===== src/rtl/board_debug_pkg.sv =====
// Shared types and constants for the board debug controller: step state,
// fixed button roles and the display-select width helper.
package board_debug_pkg;

  typedef enum logic {
    MANUAL = 1'b0,
    AUTO   = 1'b1
  } stepState_e;

  localparam int BTN_STEP = 0;
  localparam int BTN_NEXT = 1;
  localparam int BTN_PREV = 2;
  localparam int BTN_AUTO = 3;

  function automatic int selWidth(input int numSrc);
    return (numSrc <= 2) ? 1 : $clog2(numSrc);
  endfunction

endpackage


===== src/rtl/board_debug_ctrl_debounce.sv =====
// One pushbutton channel: 2-flop synchroniser, stability counter, debounced
// level and a one-cycle press strobe that trails the level rise by one clock.
module debounce_channel #(
  parameter int DEBOUNCE_CYCLES = 270000
) (
  input  logic clock,
  input  logic reset,
  input  logic btnRaw,
  output logic btnLevel,
  output logic btnPress
);

  localparam int CNT_W = $clog2(DEBOUNCE_CYCLES + 1);

  logic             syncMeta;
  logic             syncStable;
  logic             levelDly;
  logic [CNT_W-1:0] stableCnt;

  always_ff @(posedge clock) begin
    if (reset) begin
      syncMeta   <= 1'b0;
      syncStable <= 1'b0;
      levelDly   <= 1'b0;
      btnLevel   <= 1'b0;
      btnPress   <= 1'b0;
      stableCnt  <= '0;
    end else begin
      // NOTE: non-blocking assignments make every flop sample the old value of
      // its source, which is what turns these two lines into a real 2-stage sync.
      syncMeta   <= ~btnRaw;
      syncStable <= syncMeta;
      levelDly   <= btnLevel;
      btnPress   <= btnLevel & ~levelDly;

      // Any disagreement must persist DEBOUNCE_CYCLES clocks; a bounce restarts it.
      if (syncStable == btnLevel) begin
        stableCnt <= '0;
      end else if (stableCnt == CNT_W'(DEBOUNCE_CYCLES - 1)) begin
        btnLevel  <= syncStable;
        stableCnt <= '0;
      end else begin
        stableCnt <= stableCnt + CNT_W'(1);
      end
    end
  end

endmodule


===== src/rtl/board_debug_ctrl.sv =====
// Board debug controller: debounced buttons, manual/auto processor stepping
// and a wrap-around hex-display source selector, all in one clock domain.
module board_debug_ctrl
  import board_debug_pkg::*;
#(
  parameter int NUM_BTN         = 4,
  parameter int DEBOUNCE_CYCLES = 270000,
  parameter int NUM_SRC         = 4,
  parameter int SRC_W           = 32,
  parameter int AUTO_DIV_W      = 24,
  parameter int STEP_CNT_W      = 16
) (
  input  logic                              clock,
  input  logic                              reset,
  input  logic [NUM_BTN-1:0]                btn_raw,
  input  logic                              run_enable,
  input  logic [AUTO_DIV_W-1:0]             auto_period,
  input  logic [NUM_SRC*SRC_W-1:0]          src_data,
  output logic [NUM_BTN-1:0]                btn_level,
  output logic [NUM_BTN-1:0]                btn_press,
  output logic                              step_pulse,
  output logic [STEP_CNT_W-1:0]             step_count,
  output logic                              auto_active,
  output logic [selWidth(NUM_SRC)-1:0]      display_sel,
  output logic [SRC_W-1:0]                  display_data
);

  localparam int SEL_W = selWidth(NUM_SRC);

  stepState_e            state;
  logic [AUTO_DIV_W-1:0] periodCnt;
  logic [SEL_W-1:0]      nextSel;

  for (genvar i = 0; i < NUM_BTN; i++) begin : g_btn
    debounce_channel #(
      .DEBOUNCE_CYCLES(DEBOUNCE_CYCLES)
    ) u_debounce (
      .clock   (clock),
      .reset   (reset),
      .btnRaw  (btn_raw[i]),
      .btnLevel(btn_level[i]),
      .btnPress(btn_press[i])
    );
  end

  // The switch freezes everything: no pulses, counter parked, state kept.
  always_ff @(posedge clock) begin
    if (reset) begin
      state      <= MANUAL;
      periodCnt  <= '0;
      step_pulse <= 1'b0;
    end else begin
      step_pulse <= 1'b0;
      if (!run_enable) begin
        periodCnt <= '0;
      end else begin
        case (state)
          MANUAL: begin
            step_pulse <= btn_press[BTN_STEP];
            if (btn_press[BTN_AUTO]) begin
              state     <= AUTO;
              periodCnt <= '0;
            end
          end
          AUTO: begin
            if (btn_press[BTN_AUTO]) begin
              state     <= MANUAL;
              periodCnt <= '0;
            end else if (periodCnt >= auto_period) begin
              step_pulse <= 1'b1;
              periodCnt  <= '0;
            end else begin
              periodCnt <= periodCnt + AUTO_DIV_W'(1);
            end
          end
          default: state <= MANUAL;
        endcase
      end
    end
  end

  assign auto_active = (state == AUTO);

  always_ff @(posedge clock) begin
    if (reset) begin
      step_count <= '0;
    end else begin
      step_count <= step_count + STEP_CNT_W'(step_pulse);
    end
  end

  always_comb begin
    // NOTE: assigning a default first guarantees every path drives nextSel,
    // so no latch is inferred for the unlisted case combinations.
    nextSel = display_sel;
    case ({btn_press[BTN_PREV], btn_press[BTN_NEXT]})
      2'b01:   nextSel = (display_sel == SEL_W'(NUM_SRC - 1)) ? '0 : display_sel + SEL_W'(1);
      2'b10:   nextSel = (display_sel == '0) ? SEL_W'(NUM_SRC - 1) : display_sel - SEL_W'(1);
      default: nextSel = display_sel;
    endcase
  end

  always_ff @(posedge clock) begin
    if (reset) begin
      display_sel  <= '0;
      display_data <= '0;
    end else begin
      display_sel  <= nextSel;
      display_data <= src_data[display_sel*SRC_W +: SRC_W];
    end
  end

endmodule


===== config.mk =====
export PLATFORM = sky130hd
export DESIGN_NAME = board_debug_ctrl
export DESIGN_NICKNAME = d
export VERILOG_FILES = /design/src/rtl/board_debug_pkg.sv /design/src/rtl/board_debug_ctrl_debounce.sv /design/src/rtl/board_debug_ctrl.sv
export SDC_FILE = /design/constraint.sdc
export NUM_CORES = 1
export LEC_CHECK = 0
export ABC_AREA = 1
export ABC_CLOCK_PERIOD_IN_PS = 2700
export CAP_MARGIN = 20
export CELL_PAD_IN_SITES_DETAIL_PLACEMENT = 1
export CELL_PAD_IN_SITES_GLOBAL_PLACEMENT = 1
export CORE_MARGIN = 8
export CORE_UTILIZATION = 38
export DETAILED_ROUTE_END_ITERATION = 16
export PLACE_DENSITY_LB_ADDON = 0.1
export SETUP_SLACK_MARGIN = 0.1
export SLEW_MARGIN = 20
export SYNTH_ARGS = -nofsm -noshare
export SYNTH_HDL_FRONTEND = slang
export SYNTH_SLANG_ARGS = --single-unit
export TNS_END_PERCENT = 5

===== constraint.sdc =====
create_clock -name clock -period 2.7 [get_ports clock]
set_input_delay 0.675 -clock clock [delete_from_list [all_inputs] [get_ports clock]]
set_output_delay 0.675 -clock clock [all_outputs]
set_load 0.01 [all_outputs]

==> flow_metrics.py <==
# Physical implementation metrics
metrics = {
    "detailed_routing": {
        "viasPerCell": 4.92,
        "dr_wl_met3_mm": 1.66,
        "highest_layer": "met5",
    },
    "final_layout": {
        "seq_cells": 172,
        "nClkBuffers": 19,
    },
    "final_timing": {
        "period_needed_ns": 2.43,
        "setup_viol": 0,
        "worst_pin_slew_ns": 0.707,
        "final.setup.worst_slack_ns": 0.271,
        "fmax_ghz": 0.412,
    },
    "synth": {
        "ys_cells": 1382,
        "top_area_cell": "dfxtp_1",
        "ys_sh_adder_pct": 4.73,
        "synthesis.instances": 1382,
        "ys_seq_share_pct": 37.2,
        "area_leaders": "dfxtp_1 (37%), nor2_1 (12%), nand2_1 (11%), inv_1 (6.2%), a21oi_1 (5.7%)",
    },
    "clocking": {
        "clockBufferDepth": 2,
        "cts.clk_slew.worst_paths_ns": 0.07,
        "htreeDepth": 4,
        "clkLatencyLatePin_ns": 0.43,
        "hold_buffers": 0,
    },
    "global_routing": {
        "grt_pass1_vias": 9735,
    },
    "power": {
        "comb-power_w": 0.000451,
        "pg_clk_w": 0.00256,
        "p_total_w": 0.00559,
        "seqPwrFrac_pct": 46.2,
        "clkPwrFrac_pct": 45.8,
    },
    "floorplan": {
        "initCoreUtil_pct": 38.4,
        "chipArea_um2": 29600,
        "core_um2": 24100,
    },
    "critical_path": {
        "crit_start": "auto_period[23]",
    },
    "run_status": {
        "status": "complete, no violations",
    },
    "flow_run": {
        "warnings": 27,
    },
}
## state kept, by name, indices dropped and copies added, names as in the netlist
name,count
auto_active,1
display_data,32
display_sel,2
g_btn.u_debounce.btnLevel,4
g_btn.u_debounce.btnPress,4
g_btn.u_debounce.levelDly,4
g_btn.u_debounce.stableCnt,76
g_btn.u_debounce.syncMeta,4
g_btn.u_debounce.syncStable,4
periodCnt,24
step_count,16
step_pulse,1
## per-stage QoR
| stage | TNS (ns) | hold WS (ns) | cells | utilization [%] | instance area, um^2 |
|---|---|---|---|---|---|
| floorplan | 0 | 0.373 | 1382 | - | 9260 |
| global placement | -9.32 | 0.377 | 1890 | 48.5 | 11700 |
| detailed placement | -12.48 | 0.387 | 1890 | 48.5 | 11700 |
| CTS | 0 | 0.398 | 1922 | 51.1 | 12300 |
| global route | 0 | 0.416 | 1923 | 51.2 | 12300 |
| finish | 0 | 0.395 | 1926 | 51.2 | 12300 |
## Yosys cell counts (all sizes together)
master / instances
and3: 1
a31oi: 1
xnor2: 9
and2: 2
a211oi: 1
o21ai: 84
nand4: 18
nand3: 55
nand2: 271
clkinv: 1
buf: 24
o31ai: 2
o21a: 2
o211ai: 1
clkbuf: 26
nor4: 4
nand3b: 5
o21bai: 5
nor2: 313
nor3: 42
nor3b: 8
ha: 35
xor2: 25
inv: 156
a21oi: 107
dfxtp: 172
or2: 12
## worst max-delay path: stages
cell and delay [ns]:
clkdlybuf4s50_1 0.47, inv_1 0.06, ha_1 0.30, nand2_1 0.07
inv_1 0.05, nand3_1 0.10, a21oi_1 0.05, nor2_1 0.18
nand2_1 0.21, nor2_4 0.35, nand2_1 0.09, a21oi_1 0.16
## worst min path at each step
stage | from | end | depth (start not counted)
2_1_floorplan | g_btn[3].u_debounce.levelDly$_SDFF_PP0_ | g_btn[3].u_debounce.btnPress$_SDFF_PP0_ | 1
3_3_place_gp | g_btn[3].u_debounce.levelDly$_SDFF_PP0_ | g_btn[3].u_debounce.btnPress$_SDFF_PP0_ | 1
3_5_place_dp | g_btn[3].u_debounce.levelDly$_SDFF_PP0_ | g_btn[3].u_debounce.btnPress$_SDFF_PP0_ | 1
4_1_cts | g_btn[3].u_debounce.levelDly$_SDFF_PP0_ | g_btn[3].u_debounce.btnPress$_SDFF_PP0_ | 1
5_1_grt | g_btn[3].u_debounce.levelDly$_SDFF_PP0_ | g_btn[3].u_debounce.btnPress$_SDFF_PP0_ | 1
6_report | g_btn[3].u_debounce.levelDly$_SDFF_PP0_ | g_btn[3].u_debounce.btnPress$_SDFF_PP0_ | 1
## cells in the final DEF (no fill, tap or decap), types with 3 or more instances in the layout
master,synthesis,routed
buf_4,13,16
xor2_1,25,25
inv_1,152,152
clkbuf_16,0,17
diode_2,0,3
clkinv_4,0,5
nand3_1,53,53
ha_1,35,35
nor4_1,3,3
nor3_2,6,6
nor2_2,21,20
o21ai_0,83,83
or2_2,9,9
o21bai_1,5,5
nor3b_1,8,8
dfxtp_1,172,171
nor2_4,2,4
nand3b_1,5,5
nand2_2,6,6
nor3_4,3,3
a21oi_1,106,105
nand2_1,264,264
clkdlybuf4s50_1,0,217
nor2_1,290,290
inv_2,4,4
nand4_1,18,18
nor3_1,33,33
xnor2_1,9,9
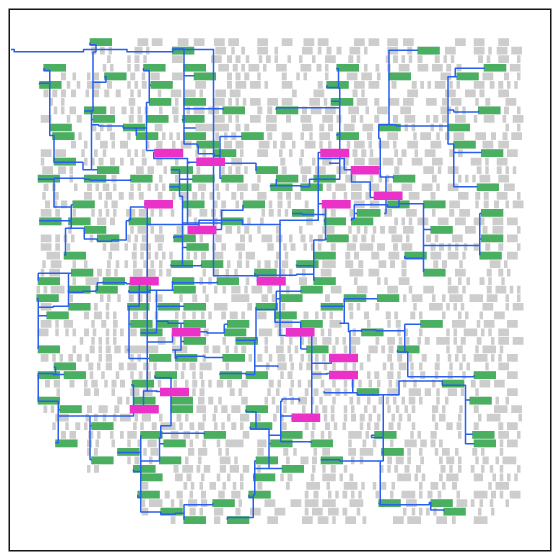
**Above:** routed clock nets over the placement.
legend:
  green:
    item: flip-flops
    count: 172
  magenta:
    item: cells driving clock nets
    count: 17
  blue:
    item: clock wires
    length: 2350 um
flops lie: spread over the die
routed clock nets: 18

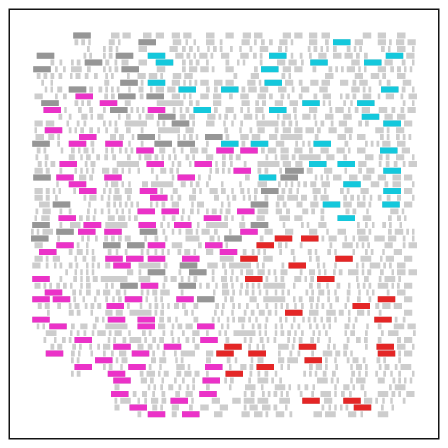
**Above:** register map, names as in the netlist.
legend:
  red:
    name_in_the_netlist: `periodCnt`
    sequential_cells: 24
  cyan:
    name_in_the_netlist: `display_data`
    sequential_cells: 32
  magenta:
    name_in_the_netlist: `g_btn.u_debounce.stableCnt`
    sequential_cells: 76

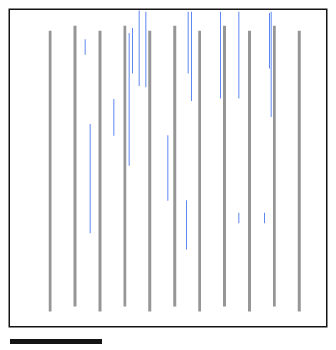
**Above:** M4 wires.
Scale bar: 50 um. Supply wires on this layer in grey.
longest straight run: 72.1 um
main direction: vertical
share of all routed wire: 1.9%

Power figures rest on the tool's default switching activity, not on a simulated workload.
